Fig. 1: run 1, met1 routing
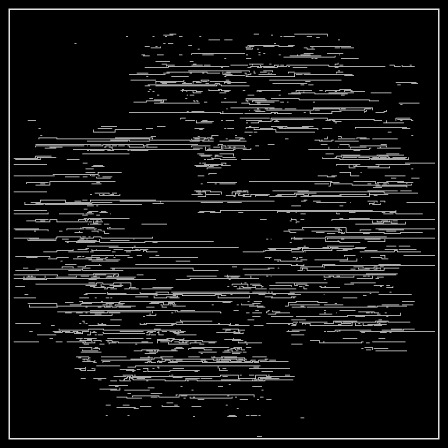
Fig. 2: run 1, M2 wires
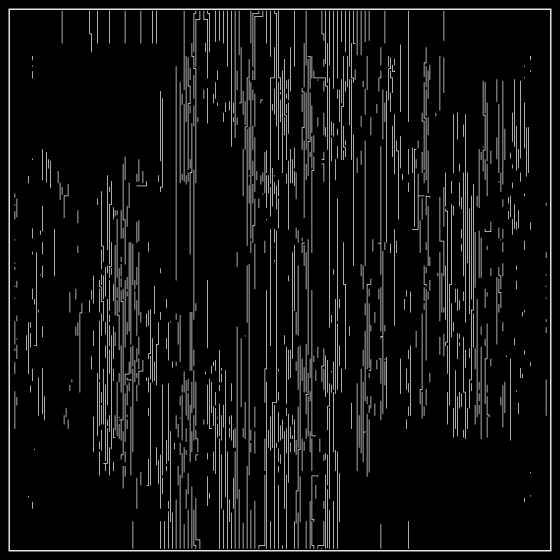
Fig. 3: run 1, M3 wires
Scale bar: 50 µm.
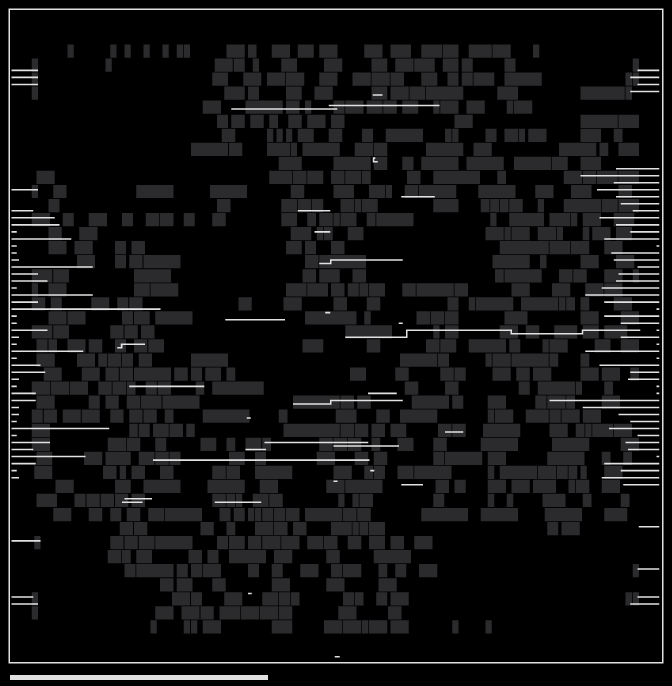
--- config.mk ---
export PLATFORM = sky130hd
export DESIGN_NAME = cp0_unit
export DESIGN_NICKNAME = d
export VERILOG_FILES = /design/src/rtl/cp0_pkg.sv /design/src/rtl/cp0_req_arbiter.sv /design/src/rtl/cp0_unit.sv
export SDC_FILE = /design/constraint.sdc
export NUM_CORES = 1
export LEC_CHECK = 0
export CAP_MARGIN = 30
export CORE_MARGIN = 4
export CORE_UTILIZATION = 25
export DETAILED_ROUTE_END_ITERATION = 12
export GPL_ROUTABILITY_DRIVEN = 0
export HOLD_SLACK_MARGIN = 0.06
export SYNTH_ARGS = -nofsm -noshare
export SYNTH_HDL_FRONTEND = slang
export SYNTH_HIERARCHICAL = 1
export SYNTH_SLANG_ARGS = --single-unit
--- constraint.sdc ---
create_clock -name clk -period 3.1 [get_ports clk]
set_input_delay 0.93 -clock clk [delete_from_list [all_inputs] [get_ports clk]]
set_output_delay 0.93 -clock clk [all_outputs]
set_load 0.02 [all_outputs]
--- src/rtl/cp0_pkg.sv ---
//==============================================================================
// Module      : cp0_pkg
// Description : Shared register numbers, exception codes and field positions
//               for the coprocessor-0 unit.
// Revision    : 1.0 - initial release
//==============================================================================
`default_nettype none

package cp0_pkg;

   localparam logic [4:0] c_reg_sr    = 5'd12;
   localparam logic [4:0] c_reg_cause = 5'd13;
   localparam logic [4:0] c_reg_epc   = 5'd14;
   localparam logic [4:0] c_reg_prid  = 5'd15;

   localparam logic [4:0] c_exc_int     = 5'd0;
   localparam logic [4:0] c_exc_adel    = 5'd4;
   localparam logic [4:0] c_exc_ades    = 5'd5;
   localparam logic [4:0] c_exc_syscall = 5'd8;
   localparam logic [4:0] c_exc_ri      = 5'd10;
   localparam logic [4:0] c_exc_ov      = 5'd12;

   localparam int c_sr_ie_bit  = 0;
   localparam int c_sr_exl_bit = 1;
   localparam int c_im_lo      = 10;
   localparam int c_im_hi      = 15;
   localparam int c_exc_lo     = 2;
   localparam int c_exc_hi     = 6;
   localparam int c_bd_bit     = 31;

   localparam logic [31:0] c_handler_addr = 32'h0000_4180;

   function automatic logic [31:0] pack_sr(input logic [5:0] im,
                                           input logic exl,
                                           input logic ie);
      return {16'b0, im, 8'b0, exl, ie};
   endfunction

   function automatic logic [31:0] pack_cause(input logic bd,
                                              input logic [5:0] ip,
                                              input logic [4:0] exc_code);
      return {bd, 15'b0, ip, 3'b0, exc_code, 2'b0};
   endfunction

endpackage

`default_nettype wire

--- src/rtl/cp0_req_arbiter.sv ---
//==============================================================================
// Module      : cp0_req_arbiter
// Description : Decides whether an interrupt or exception is taken and which
//               ExcCode is recorded; interrupts win over exceptions.
// Revision    : 1.0 - initial release
//==============================================================================
`default_nettype none

module cp0_req_arbiter
   import cp0_pkg::*;
(
   input  logic [5:0] hw_int,
   input  logic [5:0] im,
   input  logic       ie,
   input  logic       exl,
   input  logic [4:0] exc_code_in,
   output logic       req,
   output logic [4:0] exc_code
);

   logic w_int_req;
   logic w_exc_req;

   always_comb begin
      w_int_req = ie & ~exl & (|(hw_int & im));
      w_exc_req = ~exl & (exc_code_in != c_exc_int);
      req       = w_int_req | w_exc_req;
      exc_code  = w_int_req ? c_exc_int : exc_code_in;
   end

endmodule

`default_nettype wire

--- src/rtl/cp0_unit.sv ---
//==============================================================================
// Module      : cp0_unit
// Description : Coprocessor 0 (SR, Cause, EPC) with interrupt/exception
//               entry and eret support. Macro CP0_PRID_EN adds PRId (reg 15).
// Revision    : 1.0 - initial release
//==============================================================================
`default_nettype none

module cp0_unit
   import cp0_pkg::*;
#(
   parameter logic [31:0] HANDLER_ADDR = c_handler_addr
`ifdef CP0_PRID_EN
   ,
   parameter logic [31:0] PRID_VALUE   = 32'h0000_0007
`endif
)(
   input  logic        clk,
   input  logic        reset,
   input  logic [4:0]  A1,
   input  logic [4:0]  A2,
   input  logic [31:0] DIn,
   input  logic        WE,
   input  logic [31:0] PC,
   input  logic        BDIn,
   input  logic [4:0]  ExcCodeIn,
   input  logic [5:0]  HWInt,
   input  logic        EXLClr,
   output logic        Req,
   output logic [31:0] EPCOut,
   output logic [31:0] DOut,
   output logic [31:0] HandlerPC
);

   logic [5:0]  r_im;
   logic        r_exl;
   logic        r_ie;
   logic        r_bd;
   logic [5:0]  r_ip;
   logic [4:0]  r_exc_code;
   logic [31:0] r_epc;

   logic        w_req;
   logic [4:0]  w_exc_code;
   logic        w_wr_sr;
   logic        w_wr_epc;

   cp0_req_arbiter u_arbiter (
      .hw_int      (HWInt),
      .im          (r_im),
      .ie          (r_ie),
      .exl         (r_exl),
      .exc_code_in (ExcCodeIn),
      .req         (w_req),
      .exc_code    (w_exc_code)
   );

   assign w_wr_sr  = WE && (A2 == c_reg_sr);
   assign w_wr_epc = WE && (A2 == c_reg_epc);

   // Exception entry overrides any mtc0 and eret in the same cycle.
   always_ff @(posedge clk) begin
      if (reset) begin
         r_im       <= '0;
         r_exl      <= 1'b0;
         r_ie       <= 1'b0;
         r_bd       <= 1'b0;
         r_ip       <= '0;
         r_exc_code <= '0;
         r_epc      <= '0;
      end else begin
         r_ip <= HWInt;
         if (w_req) begin
            r_exl      <= 1'b1;
            r_exc_code <= w_exc_code;
            r_bd       <= BDIn;
            r_epc      <= BDIn ? (PC - 32'd4) : PC;
         end else begin
            if (w_wr_sr) begin
               r_im  <= DIn[c_im_hi:c_im_lo];
               r_exl <= DIn[c_sr_exl_bit];
               r_ie  <= DIn[c_sr_ie_bit];
            end
            if (w_wr_epc) begin
               r_epc <= {DIn[31:2], 2'b00};
            end
            if (EXLClr) begin
               r_exl <= 1'b0;
            end
         end
      end
   end

   always_comb begin
      DOut = '0;
      case (A1)
         c_reg_sr:    DOut = pack_sr(r_im, r_exl, r_ie);
         c_reg_cause: DOut = pack_cause(r_bd, r_ip, r_exc_code);
         c_reg_epc:   DOut = r_epc;
`ifdef CP0_PRID_EN
         c_reg_prid:  DOut = PRID_VALUE;
`endif
         default:     DOut = '0;
      endcase
   end

   assign Req       = w_req;
   assign EPCOut    = r_epc;
   assign HandlerPC = HANDLER_ADDR;

endmodule

`default_nettype wire
==> flow_summary.ini, run 1 <==
; generated from flow reports
[status]
status = finished clean

[finish]
regArea_um2 = 1040
dominant_cells = logic gates
antennaDiodeCount = 0
layout_top_cells = 104 x clkdlybuf4s50_1, 68 x buf_4, 52 x dfxtp_1
layout_top_cell = clkdlybuf4s50_1
seq_share_pct = 17.8
signal_buffers = 225
drive_gt1_share_pct = 24.3
clk_share_pct = 3.03
area_delta_synth_final_pct = 67.6
nNetsFinal = 707
logic_gates = 327
comb_area_share_pct = 38.9
inverters_excl_clock = 5
nonClkBufAreaFrac_pct = 36.2

[floorplan]
die_y_um = 126
dieArea_um2 = 15900
well_tap_count = 176
die_w_um = 126

[routing]
drt-wirelength-per-cell_um = 17.5
top_layer_used = met5
drc_errors = 0
wl_met2_mm = 6.72
drt_iter0_markers = 163

[worst_setup_path]
rr_worst_depth = 8
r2r-end = EPCOut[28]
worst_setup_path_end_kind = flip-flop
crit_path_end = EPCOut[19]
worstPathMaxFanout = 13
max_stage_delay_ns = 0.52
cp_cell_sequence = clkdlybuf4s50_1 > or3_4 > or4_4 > buf_6 > or4_1 > a311oi_1
crit_arrival_ns = 3.29
cp.depth = 6
crit_family = simple AND/OR/NAND/NOR gates
startpoint = PC[6]
crit_slowest_cell = or4_4
r2r_setup_slack_ns = 0.84
path_class = in -> reg

[global_routing]
track_usage_pct = 16.5
busiest_layer = met2
grt.overflow.total = 0
grt_pass1_wl_mm = 21.1
grt_pass1_vias = 3929

[min_path]
worstHoldPathType = reg -> reg
hold_path_startpoint = r_exc_code[3]
holdPathStages = 2
whs_endpoint = r_exc_code[3]

[yosys]
ys_async_sr_fraction_pct = 0
yosys_area_um2 = 3500
synthAdderAreaFrac_pct = 0.358
ys_top_logic_family = simple AND/OR/NAND/NOR gates
yosysCellCount = 421
synth_flops = 52
ys_sh_aoi_pct = 22.8
synth_warnings = 6
synthFlopType = dfxtp_1
yosysSeqAreaShare_pct = 29.8
ys_sh_mux_pct = 6.01
syn_area_per_cell_um2 = 8.31
netlist_area_um2 = 3500
edf_count = 0

[clocking]
clockBufferDepth = 2
cts_tree = built
clk_latency_ns = 0.29
post_cts_buffers = 10
numClockSinks = 52
path_clk_slew_ns = 0.07
cts_root_buf = clkbuf_16
cts_buffers = 5

[timing]
drv_slew = 0
hold_violations = 0
clock.fmax_mhz = 324
setup_violations = 0
period_needed_ns = 3.09
final.period_utilization_pct = 99.6
skew_ns = 0.00473

[power_and_ir_drop]
switching_share_pct = 29.0
combPwrFrac_pct = 28.0
p_clk_share_pct = 33.5
fin_total_pwr_mw = 1.98
intPower_mw = 1.41
power_per_cell_area_nw_per_um2 = 338
irDropWorstVdd_v = 0.000166

[run]
openroad.warnings = 28
maxCapViolCount = 0

[placement]
io_buffer_count = 154
dpl.hpwl_mm = 10.1
post-place-ws_ns = -0.726
## Picture notes: Fig. 1
- wire length on this layer: 5,940 µm
- nets with wire on the layer: 594
- main direction: horizontal

## Picture notes: Fig. 2
- wire length on this layer: 6,720 µm
- nets with wire on the layer: 614
- main direction: vertical
- share of all routed wire: 48%
- longest straight run: 58.3 µm
met2 GRT Util: 28.0%
final WL: 13.9 mm
via count: 3,900

## Picture notes: Fig. 3
- nets with wire on the layer: 118
- longest straight run: 41.6 µm
- wire length on this layer: 920 µm
- main direction: horizontal

run 1: power groups by stage:
stage / Clock [mW] / Combinational [mW] / Sequential [mW]
after floorplan: 0 / 0.227 / 0.810
after global placement: 0 / 0.535 / 0.776
after detailed placement: 0 / 0.540 / 0.777
after CTS: 0.693 / 0.553 / 0.762
after global routing: 0.718 / 0.597 / 0.770
final: 0.664 / 0.556 / 0.763
run 1: metrics by stage:
step / util, % / std cells / area, µm² / TNS [ns] / hold slack (ns)
floorplan: - / 451 / 3620 / 0 / 0.461
global route: 43.6 / 793 / 5860 / -0.0341 / 0.550
finish: 43.6 / 793 / 5860 / 0 / 0.514
global placement: 40.5 / 772 / 5450 / -30.24 / 0.491
detailed placement: 40.5 / 772 / 5450 / -31.35 / 0.495
CTS: 42.9 / 792 / 5770 / -0.00766 / 0.512
run 1: flip-flops by register name (all words and copies together), names as in the netlist:
signal / cells
r_bd: 1
r_ip: 6
r_im: 6
EPCOut: 32
r_exl: 1
r_exc_code: 5
r_ie: 1
run 1: synth_stat cells, drive strengths merged (3+ instances only):
library cell | instances | area [µm²]
dfxtp | 52 | 1040
a211oi | 37 | 278
buf | 37 | 277
clkbuf | 30 | 114
and3 | 25 | 156
nor2 | 23 | 86.3
mux2i | 21 | 210
or4 | 19 | 143
and2 | 18 | 113
nand2 | 17 | 63.8
a311oi | 16 | 158
o21ai | 16 | 80.1
nor2b | 13 | 81.3
o31ai | 12 | 90.1
or3 | 11 | 68.8
xnor2 | 8 | 70.1
nand3 | 7 | 35.0
nor3 | 7 | 35.0
a22o | 6 | 52.6
a31o | 4 | 35.0
inv | 4 | 15.0
nor4 | 4 | 31.3
a21oi | 3 | 15.0
a22oi | 3 | 22.5
nand4b | 3 | 26.3
or4b | 3 | 33.8
Fig. 4: run 1, M4 wires
Scale bar: 50 µm.
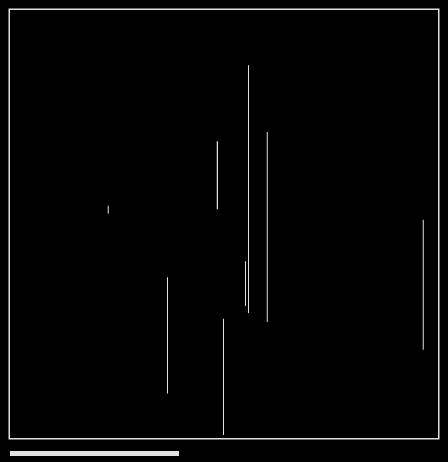

## Run 2: what changed since run 1
--- a/config.mk
+++ b/config.mk
@@ -7,10 +7,11 @@
 export LEC_CHECK = 0
 export CAP_MARGIN = 30
 export CORE_MARGIN = 4
-export CORE_UTILIZATION = 25
+export CORE_UTILIZATION = 36
 export DETAILED_ROUTE_END_ITERATION = 12
 export GPL_ROUTABILITY_DRIVEN = 0
 export HOLD_SLACK_MARGIN = 0.06
+export PLACE_DENSITY = 0.78
 export SYNTH_ARGS = -nofsm -noshare
 export SYNTH_HDL_FRONTEND = slang
 export SYNTH_HIERARCHICAL = 1
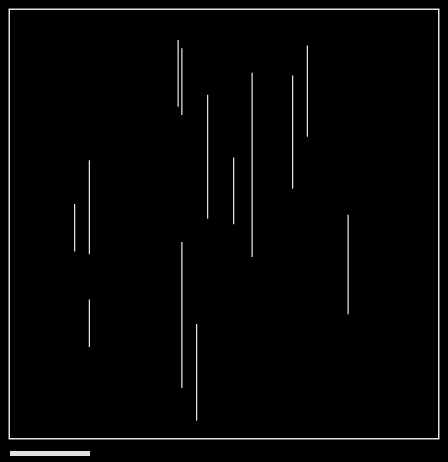
Fig. 5. M4 wires (run 2).
Scale bar: 20 µm.
- share of all routed wire: 2.3%
- nets with wire on the layer: 13
final WL: 13.3 mm
via count: 3,981

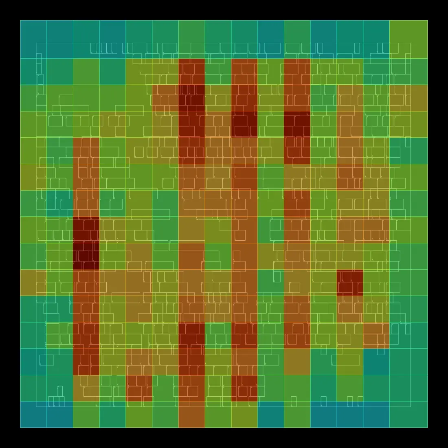
Fig. 6. Routing congestion (run 2).
global route hottest layer: met2
Final Util: 60.5%
DR WL/cell: 17.9 µm
GRT Resource Usage Total: 22.1%
met2 GRT Util: 39.0%

==> run 2 against run 1 <==
Net effect: the run now ends with negative setup slack left; first-iteration DRC count increased by 20%; die size decreased by 29%; power decreased by 10%; critical path depth increased by 1; critical path type unchanged; largest power group unchanged.
==> flow_summary.ini, run 2 <==
; generated from flow reports
[status]
status = finished, violations left
violations = negative setup slack

[finish]
stdcell_count = 741
area_delta_synth_final_pct = 61.3
largest_reg_flops = 32
final_cell_area_um2 = 5640
layout_top_cell = clkdlybuf4s50_1
antennaDiodeCount = 0
layout_top_cells = 103 x clkdlybuf4s50_1, 70 x buf_4, 52 x dfxtp_1
drive_gt1_share_pct = 22.9
nNetsFinal = 702

[worst_setup_path]
worst_setup_path_end_kind = flip-flop
crit_slowest_cell = or4_4
cp_cell_sequence = clkdlybuf4s50_1 > or3b_1 > or4_4 > clkbuf_16 > buf_4 > o41a_1 > a211oi_1
max_stage_delay_ns = 0.54
crit_arrival_ns = 3.33
crit_family = simple AND/OR/NAND/NOR gates

[clocking]
numClockSinks = 52
cts_root_buf = clkbuf_8
cts_tree = built
cts_buffers = 5

[power_and_ir_drop]
irDropWorstVdd_v = 0.000191
power_per_cell_area_nw_per_um2 = 316
p_clk_share_pct = 26.7
switching_share_pct = 30.8
fin_total_pwr_mw = 1.78

[yosys]
edf_count = 0
ys_sh_mux_pct = 6.01
yosysCellCount = 421
yosys-top-cells-area = dfxtp_1 30%, a211oi_1 7.9%, buf_4 6.9%
yosysSeqAreaShare_pct = 29.8
synthFlopType = dfxtp_1
top_cell = dfxtp_1
common_cells = 52 x dfxtp_1, 37 x a211oi_1, 32 x buf_4
yosys_area_um2 = 3500
synthAdderAreaFrac_pct = 0.358
synth_warnings = 6
synth_top_area_share_pct = 29.8
ys_sh_aoi_pct = 22.8
yosysTopAreaCell = dfxtp_1

[timing]
drv_slew = 0
skew_ns = 0.0121
setup_slack_ns = -0.0116
hold_violations = 0
setup_violations = 1
final.period_utilization_pct = 100
period_needed_ns = 3.11
hold-worst-slack_ns = 0.510

[placement]
io_buffer_count = 154

[global_routing]
grt.overflow.total = 0
grt_pass1_vias = 3980

[min_path]
worstHoldPathType = reg -> reg

[routing]
drc_errors = 0

[floorplan]
die_w_um = 107
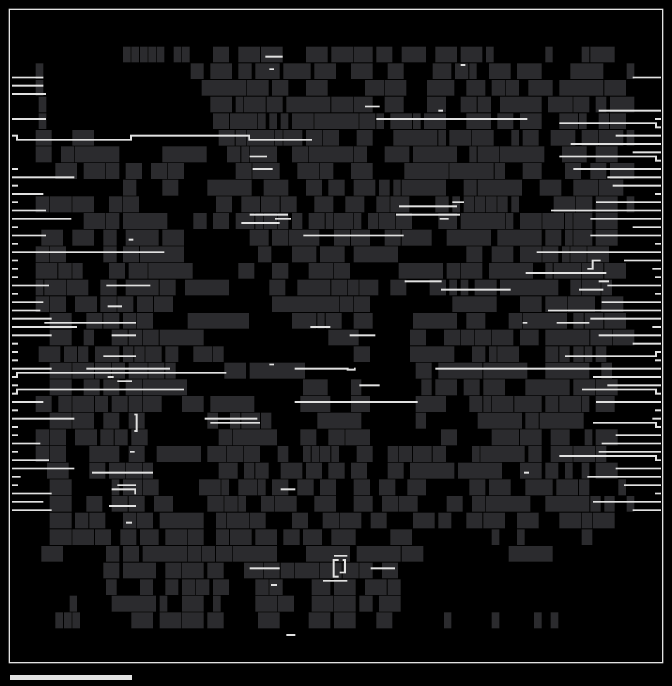
Fig. 7. M3 wires (run 2).
Scale bar: 20 µm.
- longest straight run: 36.6 µm
- share of all routed wire: 7.8%
- nets with wire on the layer: 133

==> run 2: cell counts after synthesis <==
No cell type changed its count.
==> run 2: cell type report <==
type / instances / area, µm² / share of cell area [%]
timing repair buffer: 220 / 2050 / 36.3
sequential: 52 / 1040 / 18.5
inverter: 5 / 18.8 / 0.333
multi-input combinational: 327 / 2260 / 40.1
clock inverter: 3 / 42.5 / 0.754
clock buffer: 5 / 68.8 / 1.22
tap: 129 / 161 / 2.86
==> run 2: logic make-up after synthesis <==
| kind of cell | Yosys count |
|---|---|
| AND/OR/NAND/NOR | 158 |
| multiplexers | 21 |
| adder cells (fa/ha/maj) | 1 |
| flip-flops | 52 |
| XOR/XNOR | 10 |
| AND-OR/OR-AND | 105 |
| other | 2 |
| buffers and inverters | 72 |
==> run 2: worst paths after layout <==
kind | from | endpoint | slack, ns | cells past startpoint
worst max-delay path | BDIn | EPCOut[31] | -0.01 | 7
worst min-delay path | EPCOut[0] | EPCOut[0] | 0.51 | 2
worst max register to register | r_im[1] | EPCOut[5] | 0.79 | 7
worst min register to register | EPCOut[0] | EPCOut[0] | 0.51 | 2
==> run 2: power by group through the flow <==
stage | logic, mW | registers [mW] | clock network [mW]
floorplan | 0.227 | 0.810 | 0
global placement | 0.526 | 0.773 | 0
detailed placement | 0.536 | 0.774 | 0
CTS | 0.542 | 0.760 | 0.485
global route | 0.585 | 0.767 | 0.511
finish | 0.547 | 0.761 | 0.476
==> run 2: repair_timing <==
action,in CTS,in global routing
setup endpoints to repair,39,35
gates cloned,3,1
setup buffers,8,0
gates resized,196,22
pin swaps,13,11
==> run 2: layer usage <==
| metal | up-vias | share of wire (%) |
|---|---|---|
| li1 | 1901 | - |
| met1 | 1865 | 41 |
| met2 | 188 | 49 |
| met3 | 27 | 7.8 |
| met4 | 0 | 2.3 |
| met5 | - | 0 |
Fig. 8: run 2, met1 routing
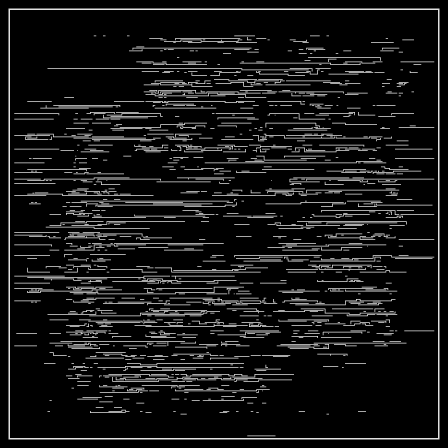

## Run 3: what changed since run 2
--- a/config.mk
+++ b/config.mk
@@ -6,12 +6,13 @@
 export NUM_CORES = 1
 export LEC_CHECK = 0
 export CAP_MARGIN = 30
+export CORE_ASPECT_RATIO = 1.25
 export CORE_MARGIN = 4
-export CORE_UTILIZATION = 36
+export CORE_UTILIZATION = 28
 export DETAILED_ROUTE_END_ITERATION = 12
 export GPL_ROUTABILITY_DRIVEN = 0
 export HOLD_SLACK_MARGIN = 0.06
-export PLACE_DENSITY = 0.78
+export PLACE_DENSITY = 0.71
 export SYNTH_ARGS = -nofsm -noshare
 export SYNTH_HDL_FRONTEND = slang
 export SYNTH_HIERARCHICAL = 1
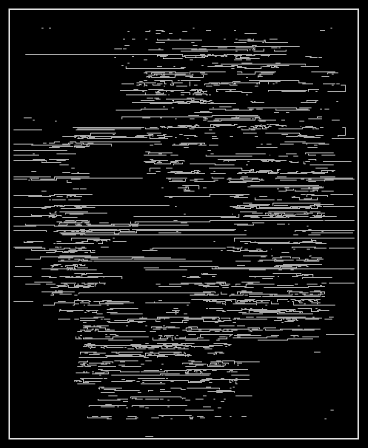
Fig. 9. Met1 routing (run 3).
- nets with wire on the layer: 619
- share of all routed wire: 41%
- longest straight run: 50.1 µm
GR Util met1: 21.6%
final WL: 14.4 mm
via count: 4,044

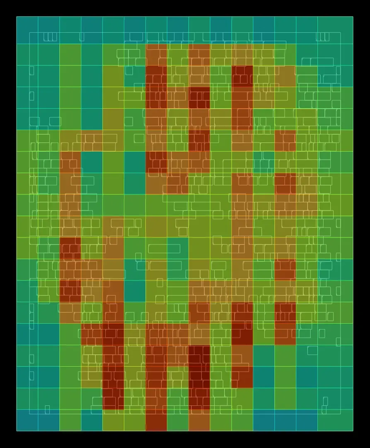
Fig. 10. Routing congestion (run 3).
DR WL/cell: 18.4 µm
met2 GRT Util: 34.5%
GRT Resource Usage Total: 18.7%

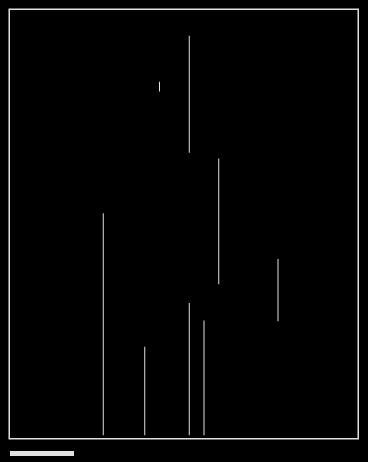
Fig. 11. M4 wires (run 3).
Scale bar: 20 µm.

==> run 3 against run 2 <==
Net effect: the run still ends with negative setup slack left; clock power is about 40% higher; power up 12%; critical path depth increased by 1; die size up 26%; critical endpoint is now DOut[4].
==> flow_summary.ini, run 3 <==
; generated from flow reports
[finish]
drive_gt1_share_pct = 26.9
nNetsFinal = 711
layout_top_cell = clkdlybuf4s50_1
antennaDiodeCount = 0
area_delta_synth_final_pct = 71.1
layout_top_cells = 99 x clkdlybuf4s50_1, 63 x buf_4, 52 x dfxtp_1
largest_reg_flops = 32

[routing]
drt-pass1-iter-count = 4
drc_errors = 0

[timing]
hold_violations = 0
setup_violations = 1
drv_slew = 0
setup_slack_ns = -0.00296
skew_ns = 0.00607
period_needed_ns = 3.10
final.period_utilization_pct = 100

[yosys]
synth_top_area_share_pct = 29.8
synth_flops = 52
synthAdderAreaFrac_pct = 0.358
yosysSeqAreaShare_pct = 29.8
top_cell = dfxtp_1
yosys-top-cells-area = dfxtp_1 30%, a211oi_1 7.9%, buf_4 6.9%
yosysTopAreaCell = dfxtp_1
common_cells = 52 x dfxtp_1, 37 x a211oi_1, 32 x buf_4
ys_sh_mux_pct = 6.01
yosys_area_um2 = 3500

[status]
status = finished, violations left
violations = negative setup slack

[clocking]
numClockSinks = 52
cts_tree = built
cts_buffers = 5
cts_root_buf = clkbuf_16

[global_routing]
grt_pass1_vias = 3963
grt.overflow.total = 0

[worst_setup_path]
crit_slowest_cell = dlygate4sd2_1
worst_setup_path_end_kind = output pin
max_stage_delay_ns = 0.31
crit_arrival_ns = 2.17
cp_cell_sequence = dlygate4sd2_1 > inv_1 > nor2_4 > buf_12 > buf_12 > buf_16 > a22o_1 > buf_6

[power_and_ir_drop]
fin_total_pwr_mw = 2.00
power_per_cell_area_nw_per_um2 = 334

[run]
maxCapViolCount = 0
==> run 3: through the flow <==
stage	area [µm²]	std cells	hold WS [ns]	utilization (%)	setup slack (ns)
global route	5980	785	0.552	49.0	-0.0399
detailed placement	5450	763	0.500	44.6	-0.745
finish	5980	785	0.511	49.0	-0.00296
CTS	5880	781	0.511	48.2	-0.0445
global placement	5450	763	0.492	44.6	-0.694
floorplan	3620	451	0.461	-	0.0167
==> run 3: report_power, final <==
group	internal, mW	total (mW)	switching, mW
clock network	0.405	0.666	0.260
registers	0.719	0.765	0.0458
logic	0.287	0.567	0.280
total	1.41	2.00	0.586
==> run 3: what timing repair did <==
item,4_1_cts,5_1_grt
pin swaps,22,11
cloned,4,1
gates resized,223,31
endpoints found under the setup margin,41,40
setup buffers,6,3
endpoints found under the hold margin,0,0
==> run 3: area by class of cell <==
class,count,area [µm²]
Fill cell,1200,6240
Multi-Input combinational cell,327,2320
Timing Repair Buffer,229,2220
Sequential cell,52,1040
Tap cell,164,205
Clock buffer,6,139
Clock inverter,2,38.8
Inverter,5,18.8
==> run 3: layer usage <==
metal	vias up	share of wire [%]	GRT usage, %
li1	1923	-	-
met1	1945	41	21.6
met2	158	52	34.5
met3	18	6.0	3.07
met4	0	1.9	5.54
met5	-	0	0
==> run 3: critical path, delay by kind of cell <==
family,cells,cell delay (ns)
buffers and inverters,6,0.94
AND-OR/OR-AND,1,0.24
AND/OR/NAND/NOR,1,0.05
==> run 3: final timing paths <==
kind / from / end / slack (ns) / cells past startpoint
worst min register to register: EPCOut[0] / EPCOut[0] / 0.51 / 2
worst max register to register: r_im[2] / EPCOut[31] / 0.79 / 10
worst min-delay path: EPCOut[0] / EPCOut[0] / 0.51 / 2
worst max-delay path: A1[1] / DOut[4] / -0.003 / 8
No activity file was given, so power comes from the tool's default toggle rates.
